File: src/rtl/irq_pkg.sv
// irq_pkg: shared constants for the timer / interrupt controller.
//   - default register window base address
//   - register word offsets (Address[4:2])
//   - FSM state encoding and interrupt cause codes
//   - fixed-priority cause selection helper
package irq_pkg;

  localparam logic [31:0] IRQ_BASE_ADDR = 32'h4000_0000;

  // Word offsets within the 32-byte window
  localparam logic [2:0] OFF_TH     = 3'd0;
  localparam logic [2:0] OFF_TL     = 3'd1;
  localparam logic [2:0] OFF_TCON   = 3'd2;
  localparam logic [2:0] OFF_IMASK  = 3'd3;
  localparam logic [2:0] OFF_IPEND  = 3'd4;
  localparam logic [2:0] OFF_ICAUSE = 3'd5;

  // FSM states
  localparam logic [1:0] ST_IDLE    = 2'd0;
  localparam logic [1:0] ST_REQ     = 2'd1;
  localparam logic [1:0] ST_SERVICE = 2'd2;

  // Cause codes; each one is also the bit index of its source in IPEND
  localparam logic [1:0] CAUSE_EXT0  = 2'd0;
  localparam logic [1:0] CAUSE_EXT1  = 2'd1;
  localparam logic [1:0] CAUSE_TIMER = 2'd2;

  // Fixed priority ext0 > ext1 > timer. Only called when eff != 0.
  function automatic logic [1:0] prio_cause(input logic [2:0] eff);
    if (eff[0])      return CAUSE_EXT0;
    else if (eff[1]) return CAUSE_EXT1;
    else             return CAUSE_TIMER;
  endfunction

endpackage

File: src/rtl/irq_controller_if.sv
// irq_controller_if: MEM-stage data bus as seen by the controller.
//   Address   - byte address           (master -> slave)
//   WriteData - store data             (master -> slave)
//   MemWrite  - store strobe           (master -> slave)
//   MemRead   - load strobe            (master -> slave)
//   ReadData  - combinational load data (slave -> master), 0 when not hit
//   Hit       - access falls in the register window (slave -> master)
// Handshake: there is no valid/ready back-pressure. An access is a single
// cycle with MemRead or MemWrite high; loads are answered combinationally in
// that same cycle and stores commit on the next rising clk edge. Hit acts as
// the "valid" for ReadData.
interface irq_controller_if;
  logic [31:0] Address;
  logic [31:0] WriteData;
  logic        MemWrite;
  logic        MemRead;
  logic [31:0] ReadData;
  logic        Hit;

  modport master (output Address, WriteData, MemWrite, MemRead,
                  input  ReadData, Hit);
  modport slave  (input  Address, WriteData, MemWrite, MemRead,
                  output ReadData, Hit);
endinterface

File: src/rtl/irq_sync_edge.sv
// irq_sync_edge: 2-FF synchronizer followed by a rising-edge detector.
//   clk      - system clock
//   reset    - asynchronous, active-low
//   async_in - asynchronous external level
//   rise     - one-cycle pulse when the synchronized level goes 0 -> 1
module irq_sync_edge (
  input  logic clk,
  input  logic reset,
  input  logic async_in,
  output logic rise
);
  logic sync1_q, sync2_q, prev_q;

  always_ff @(posedge clk or negedge reset) begin
    if (!reset) begin
      sync1_q <= 1'b0;
      sync2_q <= 1'b0;
      prev_q  <= 1'b0;
    end else begin
      sync1_q <= async_in;
      sync2_q <= sync1_q;
      prev_q  <= sync2_q;
    end
  end

  // High for exactly one cycle per rising level; a held level never re-fires.
  assign rise = sync2_q & ~prev_q;
endmodule

File: src/rtl/irq_controller.sv
// irq_controller: memory-mapped reloadable timer plus two edge-triggered
// external interrupt lines, sequenced one at a time as REQ -> SERVICE -> IDLE.
//   clk        - system clock
//   reset      - asynchronous, active-low; clears all state
//   bus        - MEM-stage data bus (slave side)
//   ext_irq    - asynchronous external requests, rising-edge sensitive
//   Interrupt  - request to the hazard/jump unit (high exactly in REQ)
//   IntCause   - latched source: 0 ext0, 1 ext1, 2 timer
//   IntAck     - pulse: pipeline has redirected to the handler
//   IntEret    - pulse: handler return has retired
//   dbg_state  - current FSM state
module irq_controller
  import irq_pkg::*;
#(
  parameter logic [31:0] BASE_ADDR = IRQ_BASE_ADDR
) (
  input  logic             clk,
  input  logic             reset,
  irq_controller_if.slave  bus,
  input  logic [1:0]       ext_irq,
  output logic             Interrupt,
  output logic [1:0]       IntCause,
  input  logic             IntAck,
  input  logic             IntEret,
  output logic [1:0]       dbg_state
);

  logic [31:0] th_q, tl_q, th_d, tl_d;
  logic [1:0]  tcon_q, tcon_d;     // [0] enable, [1] timer IRQ enable
  logic [1:0]  imask_q, imask_d;
  logic [2:0]  ipend_q, ipend_d;   // {timer, ext1, ext0}
  logic [1:0]  state_q, state_d;
  logic [1:0]  cause_q, cause_d;

  logic [2:0]  off;
  logic        we;
  logic        wr_th, wr_tl, wr_tcon, wr_imask, wr_ipend;
  logic [1:0]  ext_rise;
  logic        wrap;
  logic        ack_take;
  logic [2:0]  eff, ipend_set, ipend_clr;

  // Byte-lane bits are ignored by the decode.
  logic unused_addr_bits;
  assign unused_addr_bits = ^bus.Address[1:0];

  irq_sync_edge u_sync0 (.clk(clk), .reset(reset), .async_in(ext_irq[0]), .rise(ext_rise[0]));
  irq_sync_edge u_sync1 (.clk(clk), .reset(reset), .async_in(ext_irq[1]), .rise(ext_rise[1]));

  // ---------------- bus decode ----------------
  assign off      = bus.Address[4:2];
  assign bus.Hit  = (bus.Address[31:5] == BASE_ADDR[31:5]) && (bus.MemRead || bus.MemWrite);
  assign we       = bus.Hit && bus.MemWrite;
  assign wr_th    = we && (off == OFF_TH);
  assign wr_tl    = we && (off == OFF_TL);
  assign wr_tcon  = we && (off == OFF_TCON);
  assign wr_imask = we && (off == OFF_IMASK);
  assign wr_ipend = we && (off == OFF_IPEND);

  always_comb begin
    bus.ReadData = 32'd0;
    if (bus.Hit) begin
      case (off)
        OFF_TH:     bus.ReadData = th_q;
        OFF_TL:     bus.ReadData = tl_q;
        OFF_TCON:   bus.ReadData = {29'd0, ipend_q[2], tcon_q};
        OFF_IMASK:  bus.ReadData = {30'd0, imask_q};
        OFF_IPEND:  bus.ReadData = {29'd0, ipend_q};
        OFF_ICAUSE: bus.ReadData = {28'd0, state_q, cause_q};
        default:    bus.ReadData = 32'd0;
      endcase
    end
  end

  // ---------------- timer and config registers ----------------
  assign wrap = tcon_q[0] && (tl_q == 32'hFFFF_FFFF);

  always_comb begin
    tl_d = tl_q;
    if (tcon_q[0]) tl_d = wrap ? th_q : tl_q + 32'd1;
    // Software write wins over the hardware count/reload.
    if (wr_tl) tl_d = bus.WriteData;
    th_d    = wr_th    ? bus.WriteData      : th_q;
    tcon_d  = wr_tcon  ? bus.WriteData[1:0] : tcon_q;
    imask_d = wr_imask ? bus.WriteData[1:0] : imask_q;
  end

  // ---------------- pending bits ----------------
  // TCON[2] is an alias of IPEND[2], so a TCON write of 1 there clears it too.
  // Sets are OR-ed in after clears so a hardware event in the same cycle wins.
  assign ack_take  = (state_q == ST_REQ) && IntAck;
  assign ipend_set = {wrap, ext_rise};
  always_comb begin
    ipend_clr = 3'd0;
    if (wr_ipend) ipend_clr = ipend_clr | bus.WriteData[2:0];
    if (wr_tcon)  ipend_clr = ipend_clr | {bus.WriteData[2], 2'b00};
    if (ack_take) ipend_clr = ipend_clr | (3'b001 << cause_q);
    ipend_d = (ipend_q & ~ipend_clr) | ipend_set;
  end

  assign eff = ipend_q & {tcon_q[1], imask_q};

  // ---------------- FSM ----------------
  always_comb begin
    state_d = state_q;
    cause_d = cause_q;
    case (state_q)
      ST_IDLE: if (eff != 3'd0) begin
        state_d = ST_REQ;
        cause_d = prio_cause(eff);
      end
      ST_REQ:     if (IntAck)  state_d = ST_SERVICE;
      ST_SERVICE: if (IntEret) state_d = ST_IDLE;
      default:    state_d = ST_IDLE;
    endcase
  end

  always_ff @(posedge clk or negedge reset) begin
    if (!reset) begin
      th_q    <= 32'd0;
      tl_q    <= 32'd0;
      tcon_q  <= 2'd0;
      imask_q <= 2'd0;
      ipend_q <= 3'd0;
      state_q <= ST_IDLE;
      cause_q <= CAUSE_EXT0;
    end else begin
      th_q    <= th_d;
      tl_q    <= tl_d;
      tcon_q  <= tcon_d;
      imask_q <= imask_d;
      ipend_q <= ipend_d;
      state_q <= state_d;
      cause_q <= cause_d;
    end
  end

  // Decoded straight from the state flop, so it is glitch-free and drops
  // with the asynchronous reset.
  assign Interrupt = (state_q == ST_REQ);
  assign IntCause  = cause_q;
  assign dbg_state = state_q;

endmodule

File: src/flat_wrapper.sv
// flat-port wrapper written by rule: the top's interface ports become plain ports
module irq_controller_flat import irq_pkg::*;
#(
  parameter logic [31:0] BASE_ADDR = IRQ_BASE_ADDR
)
  (clk, reset, ext_irq, Interrupt, IntCause, IntAck, IntEret, dbg_state, bus_Address, bus_WriteData, bus_MemWrite, bus_MemRead, bus_ReadData, bus_Hit);
  irq_controller_if bus_i ();
  input  logic clk;
  input  logic reset;
  input  logic [1:0] ext_irq;
  output logic Interrupt;
  output logic [1:0] IntCause;
  input  logic IntAck;
  input  logic IntEret;
  output logic [1:0] dbg_state;
  input wire logic [$bits(bus_i.Address)-1:0] bus_Address;
  input wire logic [$bits(bus_i.WriteData)-1:0] bus_WriteData;
  input wire logic [$bits(bus_i.MemWrite)-1:0] bus_MemWrite;
  input wire logic [$bits(bus_i.MemRead)-1:0] bus_MemRead;
  output wire logic [$bits(bus_i.ReadData)-1:0] bus_ReadData;
  output wire logic [$bits(bus_i.Hit)-1:0] bus_Hit;
  assign bus_i.Address = bus_Address;
  assign bus_i.WriteData = bus_WriteData;
  assign bus_i.MemWrite = bus_MemWrite;
  assign bus_i.MemRead = bus_MemRead;
  assign bus_ReadData = bus_i.ReadData;
  assign bus_Hit = bus_i.Hit;
  irq_controller #(.BASE_ADDR(BASE_ADDR)) u_core (.clk(clk), .reset(reset), .bus(bus_i), .ext_irq(ext_irq), .Interrupt(Interrupt), .IntCause(IntCause), .IntAck(IntAck), .IntEret(IntEret), .dbg_state(dbg_state));
endmodule
File: config.mk
export PLATFORM = sky130hd
export DESIGN_NAME = irq_controller_flat
export DESIGN_NICKNAME = d
export VERILOG_FILES = /design/src/rtl/irq_pkg.sv /design/src/rtl/irq_controller_if.sv /design/src/rtl/irq_sync_edge.sv /design/src/rtl/irq_controller.sv /design/src/flat_wrapper.sv
export SDC_FILE = /design/constraint.sdc
export NUM_CORES = 1
export LEC_CHECK = 0
export CORE_MARGIN = 10
export CORE_UTILIZATION = 30
export DETAILED_ROUTE_END_ITERATION = 7
export PLACE_DENSITY = 0.62
export SETUP_SLACK_MARGIN = 0.5
export SYNTH_ARGS = -nofsm -noshare
export SYNTH_HDL_FRONTEND = slang
export SYNTH_SLANG_ARGS = --single-unit
File: constraint.sdc
create_clock -name clk -period 2.7 [get_ports clk]
set_clock_uncertainty 0.2 [all_clocks]
set_input_delay 0.405 -clock clk [delete_from_list [all_inputs] [get_ports clk]]
set_output_delay 0.405 -clock clk [all_outputs]
set_load 0.03 [all_outputs]
### Congestion heat map, run 1

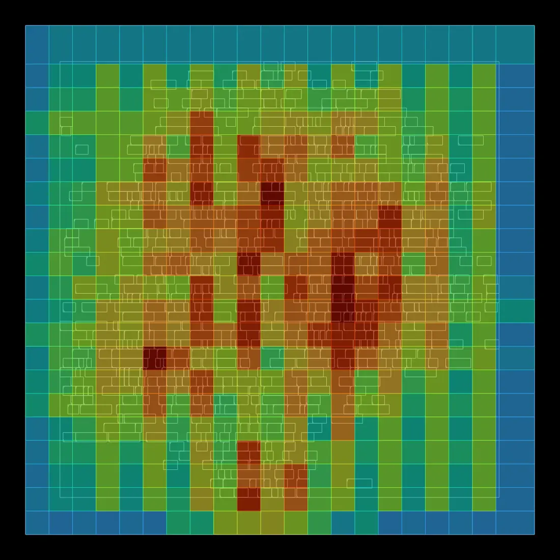
Wirelength per Cell: 20.0 µm
global routing met2 resource utilization: 27.5%

### Sequential cells grouped by signal name, run 1

Scale bar: 50 µm. Other sequential cells in the stronger gray, the rest of the logic in the fainter gray.
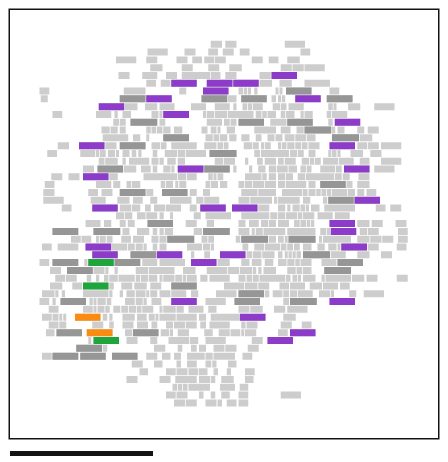
[u_core.th_q] purple | placed flops: 32
[u_core.IntCause] orange | placed flops: 2
[u_core.ipend_q] green | placed flops: 3
not colored: 44
share of the core filled with cells in the final layout: 51.6%
sequential share of cell area: 24.0%
Power Sequential: 1.22 mW
area taken by flip-flops and latches: 2040 µm²

==> results.cfg, run 1 <==
; flow metrics
[global_routing]
grt_pass1_wl_um = 28700
globalRoute.busiestLayer = met2
grt_use_met1_pct = 19.5
grt_usage_pct = 16.2
largest_net_degree_at_the_start_of_global_routing = 46
vias_in_the_first_global_route = 5083

[drt]
drt_pass1_iterations = 5
drcViolationCount = 0
vias_per_cell = 5.46

[placement]
place_hpwl_um = 11900
port_buffers = 107
routability_cong = 0.868

[logic_synthesis]
async_flop_share_pct = 100
synth_adder_area_share_pct = 0.249
simple_gate_area_share_pct = 22.3
syn-mean-instance-area_um2 = 9.34
xor_area_share_pct = 2.09
syn-instance-count = 537
synthMuxAreaShare_pct = 11.0
synth.most_common_cell = sky130_fd_sc_hd__dfrtp_1
yosys_register_bits = 81
flop_cell = sky130_fd_sc_hd__dfrtp_1
enable_flop_cells = 0
synthDominantCellAreaShare_pct = 40.4
ys_cells = 537
postSynthNetCount = 610
post_synth_num_cell_types = 60

[finish]
layout.cells.most_common = sky130_fd_sc_hd__dfrtp_1
finish.net_count = 790
post-route-cell-area_um2 = 8500
antenna_cells = 0
logic_area_um2 = 3560
layout-drive-gt1-share_pct = 48.3
fillCellCount = 1430

[critical_path]
critPathTopFamily = simple AND/OR/NAND/NOR gates
setup.reg_to_reg.worst_slack_ns = 0.32
rr_worst_depth = 10
cp_buf_inv_count = 3
critical_path.endpoint_type = primary output
cp_num_cells = 8
timing.critical_path.slowest_cell_delay_ns = 0.24
setup.worst_path.start = bus_Address[7]
worst_setup_path_start_kind = input pin
timing.setup.critical_path_class = input pin to primary output
timing.critical_path.arrival_ns = 1.79
critical-path-slowest-cell = sky130_fd_sc_hd__dlygate4sd2_1

[power_and_ir_drop]
seq_power_share_pct = 43.8
p_clk_mw = 1.30
ir_drop_mv = 0.321
leakagePower_nw = 3.54
comb-power_mw = 0.265
p_sw_share_pct = 24.8
combPwrFrac_pct = 9.5

[worst_hold_path]
min_path_type = flip-flop to flip-flop
timing.hold.worst_path_depth = 0
hold-path-endpoint = u_core.u_sync0.sync2_q

[timing]
achievable-frequency_mhz = 418
rsz0062_at_grt = yes
final_hold_viol_count = 0
setup_viol = 0
timing.max_slew.rel_slack_pct = 58.5
fin_tns_setup_ns = 0

[run_status]
outcome = complete, no violations

[floorplan]
initial_core_util_pct = 30.5
core_area_um2 = 16500
chipWidth_um = 149
fp.dieArea_um2 = 22300

[cts]
ctsLongestPathBuffers = 2
htreeDepth = 3
worst_skew_pair.late_latency_ns = 0.35
cts_tree = built
cts-buffers-inserted = 9
ctsRootBufferMaster = sky130_fd_sc_hd__clkbuf_16
cts_num_sinks = 81

[run]
max_cap_violations = 0
### Signal wires by layer, run 1

Scale bar: 50 µm.
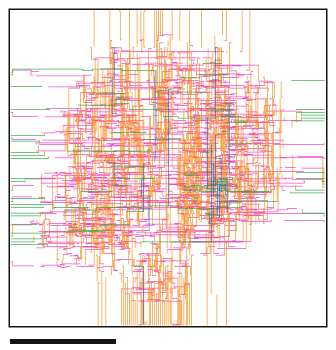
[metal 3] green | wire length: 1290 µm
[metal 2] orange | wire length: 9570 µm
[metal 4] blue | wire length: 469 µm
[metal 1] magenta | wire length: 7470 µm
total via count after detailed routing: 5143
detailed-route wire length: 18800 µm

-- run 1: state kept, by name, summed over array words and instances, names as in the netlist --
| register | count |
|---|---|
| u_core.IntCause | 2 |
| u_core.dbg_state | 2 |
| u_core.imask_q | 2 |
| u_core.ipend_q | 3 |
| u_core.tcon_q | 2 |
| u_core.th_q | 32 |
| u_core.tl_q | 32 |
| u_core.u_sync0.prev_q | 1 |
| u_core.u_sync0.sync1_q | 1 |
| u_core.u_sync0.sync2_q | 1 |
| u_core.u_sync1.prev_q | 1 |
| u_core.u_sync1.sync1_q | 1 |
| u_core.u_sync1.sync2_q | 1 |
-- run 1: layer usage --
| metal | vias to the layer above | routed length (µm) | share of wire, % |
|---|---|---|---|
| met5 | - | 0 | 0 |
| met4 | 0 | 468 | 2.5 |
| met3 | 47 | 1290 | 6.8 |
| met2 | 215 | 9570 | 51 |
| met1 | 2528 | 7470 | 40 |
| li1 | 2353 | - | - |
-- run 1: repair_timing --
action | CTS | global route
hold buffers | 1 | 0
setup endpoints to repair | 99 | 67
setup buffers | 32 | 16
gates cloned | 5 | 0
endpoints found under the hold margin | 44 | 0
gates resized | 188 | 67
pin swaps | 34 | 53
-- run 1: through the flow --
| stage | total power, mW | setup slack [ns] |
|---|---|---|
| 2_1_floorplan | 1.29 | 0.409 |
| 3_3_place_gp | 1.46 | 0.0191 |
| 3_5_place_dp | 1.47 | -0.0502 |
| 4_1_cts | 2.81 | 0.271 |
| 5_1_grt | 2.88 | 0.221 |
| 6_report | 2.78 | 0.308 |
-- run 1: cell type report --
cell class | count | area share [%]
clock buffers | 9 | 2.65
repair buffers | 206 | 26.7
multi-input cells | 407 | 41.9
inverters | 12 | 0.530
clock inverters | 7 | 0.972
flip-flops and latches | 81 | 24.0
well taps | 220 | 3.24
### Wire density map, run 1

Scale bar: 50 µm. The die is cut into 30 by 30 equal tiles; dark blue is low, red is high, scaled to the fullest tile. Values are wire area over tile area, all layers added.
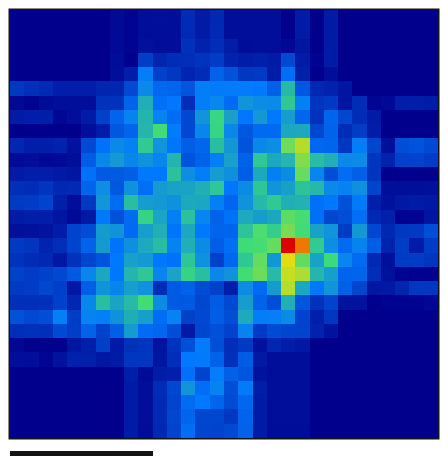

## Run 2: what changed since run 1
- ABC_AREA: default -> 1
- PLACE_DENSITY: 0.62 -> default
### Wire density map, run 2

Scale bar: 50 µm. The die is cut into 32 by 32 equal tiles; dark blue is low, red is high, scaled to the fullest tile. Values are wire area over tile area, all layers added.
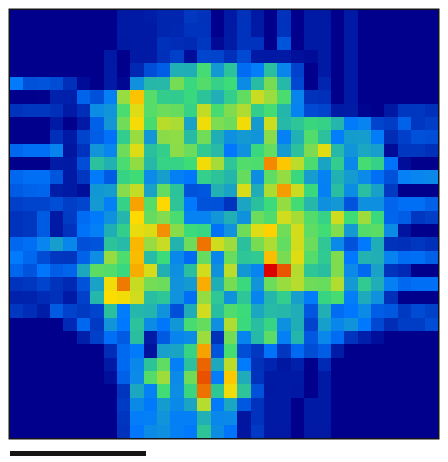
densest ninth of the die: center
fullest tile: 0.53
emptiest ninth of the die: lower right
nearly empty tiles: 25%
tiles over half the peak: 17%
mean over tiles: 0.13
detailed-route wire length: 20400 µm
total via count after detailed routing: 6340

==> run 2 against run 1 <==
Compared with the run above:
- clock power is essentially flat
- global-route usage grew 0.18 points
- die size grew 11%
- maximum frequency grew 2.6%
==> results.cfg, run 2 <==
; flow metrics
[critical_path]
rr_worst_depth = 11
r2r-end = u_core.tl_q[5]
critical-path-slowest-cell = sky130_fd_sc_hd__buf_12
crit_reg_reg_startpoint = u_core.tl_q[1]
critical_path.endpoint_type = primary output
path_max_fanout = 6
timing.setup.critical_path_class = input pin to primary output
worst_setup_path_start_kind = input pin
setup.reg_to_reg.worst_slack_ns = 0.61
path_cells = buf_2, nor2_2, nand2_2, nor2_2, nand2_2, nor2_8, o21ai_4, buf_12, buf_16, a21oi_4, buf_12
timing.critical_path.slowest_cell_delay_ns = 0.15
timing.critical_path.arrival_ns = 1.73

[timing]
achievable-frequency_mhz = 429
fin_tns_setup_ns = 0
hold_ws_ns = 0.155
setup_viol = 0
rsz0062_at_grt = yes
final_hold_viol_count = 0
drv_slew = 0
tightest_slew_ns = 0.527
timing.max_slew.rel_slack_pct = 64.8
layout_setup_ws_ns = 0.368

[cts]
htreeDepth = 3
cts_tree = built
cts_num_sinks = 81
ctsRootBufferMaster = sky130_fd_sc_hd__clkbuf_16
cts-buffers-inserted = 9
worst_skew_pair.late_latency_ns = 0.36
ctsLongestPathBuffers = 2

[placement]
dp_slack_ns = 0.00533
place_hpwl_um = 14500
dpl.cell_count = 1240
detailed_place.area_um2 = 7750
port_buffers = 107
routability_cong = 0.922

[drt]
detail_route.iter0.violations = 406
drt_pass1_iterations = 5
vias_per_cell = 4.89
post_drt_wl_per_cell_um = 15.7
antenna_violating_nets_post_route = 0
drcViolationCount = 0

[finish]
layout.cells.most_common = sky130_fd_sc_hd__nand2_1
layout.cells.most_common_list = 385 x sky130_fd_sc_hd__nand2_1, 107 x sky130_fd_sc_hd__nand3_1, 80 x sky130_fd_sc_hd__dfrtp_1
layout-drive-gt1-share_pct = 23.8
flow.area_growth_from_synthesis_pct = 53.0
finish.net_count = 1129
instances_no_fill = 1296
layout_top_registers = u_core.th_q: 32 flops, u_core.tl_q: 32 flops, u_core.ipend_q: 3 flops

[logic_synthesis]
netlist_area_um2 = 5680
synthDominantCellAreaShare_pct = 35.7
async_flop_share_pct = 100
yosys_register_bits = 81
post_synth_num_cell_types = 35
ys_chip_area_um2 = 5680
enable_flop_cells = 0
topCellsByArea = sky130_fd_sc_hd__dfrtp_1 36%, sky130_fd_sc_hd__nand2_1 26%, sky130_fd_sc_hd__nand3_1 10%
syn-mean-instance-area_um2 = 6.29
syn-instance-count = 904
synth.most_common_cell = sky130_fd_sc_hd__nand2_1
flop_cell = sky130_fd_sc_hd__dfrtp_1
ys_seq_share_pct = 35.7
yosys_warnings = 0
postSynthNetCount = 977
ys_cells = 904

[floorplan]
chipWidth_um = 158
fp.dieArea_um2 = 24800
initial_core_util_pct = 30.5

[power_and_ir_drop]
leakagePower_nw = 3.84
ir_drop_mv = 0.312
power.total_mw = 2.79
power_per_cell_area_nw_per_um2 = 321

[global_routing]
grt_pass1_wl_um = 32400
grt-ovfl-total = 0
grt_usage_pct = 16.4
number_of_antenna_violations_at_the_first_check_in_global_routing = 1
largest_net_degree_at_the_start_of_global_routing = 46
vias_in_the_first_global_route = 6292

[worst_hold_path]
min_from = u_core.u_sync0.sync1_q
hold-path-endpoint = u_core.u_sync0.sync2_q
timing.hold.worst_path_depth = 0
min_path_type = flip-flop to flip-flop

[run]
max_cap_violations = 0

[run_status]
outcome = complete, no violations
### Placement by cell class, run 2

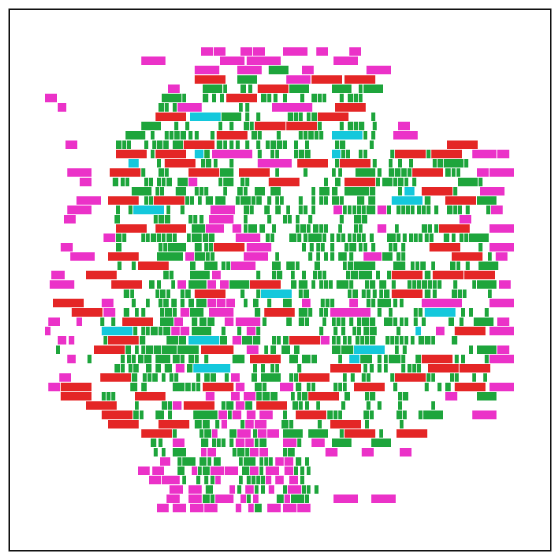
[combinational and other logic] green | cells: 790
[other buffers and delay cells] magenta | cells: 174
[clock drivers and dummy loads] cyan | cells: 16
[flops] red | cells: 81
sequential share of cell area: 23.3%
row cnt: 50
Final Instance Area: 8690 µm²
share of the core filled with cells in the final layout: 46.6%
core area: 18600 µm²

==> run 2: logic make-up after synthesis <==
| kind of cell | synth area share, % |
|---|---|
| xor gates and xnor gates | 2.00 |
| adders and majority gates | 0.220 |
| DFF | 35.7 |
| AOI/OAI and AO/OA | 5.84 |
| buffers and inverters | 8.21 |
| and+or+nand+nor | 48.1 |
==> run 2: layout make-up <==
cell class / instances / area, µm²
fill: 1835 / 9950
clock inverter: 7 / 76.3
inverter: 74 / 312
timing repair buffer: 174 / 2050
tap: 234 / 293
sequential: 81 / 2030
antenna: 1 / 2.50
clock buffer: 9 / 225
multi-input combinational: 716 / 3700
==> run 2: worst max-delay path by stage <==
stage,startpoint,to,depth (start not counted)
after floorplan,bus_Address[28],bus_ReadData[3],8
after global placement,bus_Address[30],bus_ReadData[2],11
after detailed placement,bus_Address[30],bus_ReadData[2],11
after CTS,bus_Address[28],bus_ReadData[8],11
after global routing,bus_Address[29],bus_ReadData[7],11
final,bus_Address[29],bus_ReadData[7],11
==> run 2: critical path: cells and delay by family <==
kind	cells	cell delay, ns
buf+inv	4	0.54
compound gates	2	0.24
simple gates	5	0.51
==> run 2: per-layer routing <==
metal  part of all wire (%)  track usage, %
met1                     43            20.0
met2                     50            27.9
met3                    5.0            3.77
met5                      0               0
met4                    1.8            5.21
==> run 2: report_power, final <==
part / switching [mW] / leakage, nW / internal (mW) / total (mW)
Combinational: 0.130 / 2.60 / 0.158 / 0.288
Sequential: 0.00154 / 1.10 / 1.22 / 1.22
Clock: 0.558 / 0.143 / 0.724 / 1.28
==> run 2: timing repair <==
action	in CTS	in global routing
endpoints found under the setup margin	77	64
cloned	6	0
buffers inserted	27	5
gates resized	138	83
pin swaps	16	40
endpoints found under the hold margin	36	0
hold buffers	1	0
Power is estimated from default activity; no workload was simulated.
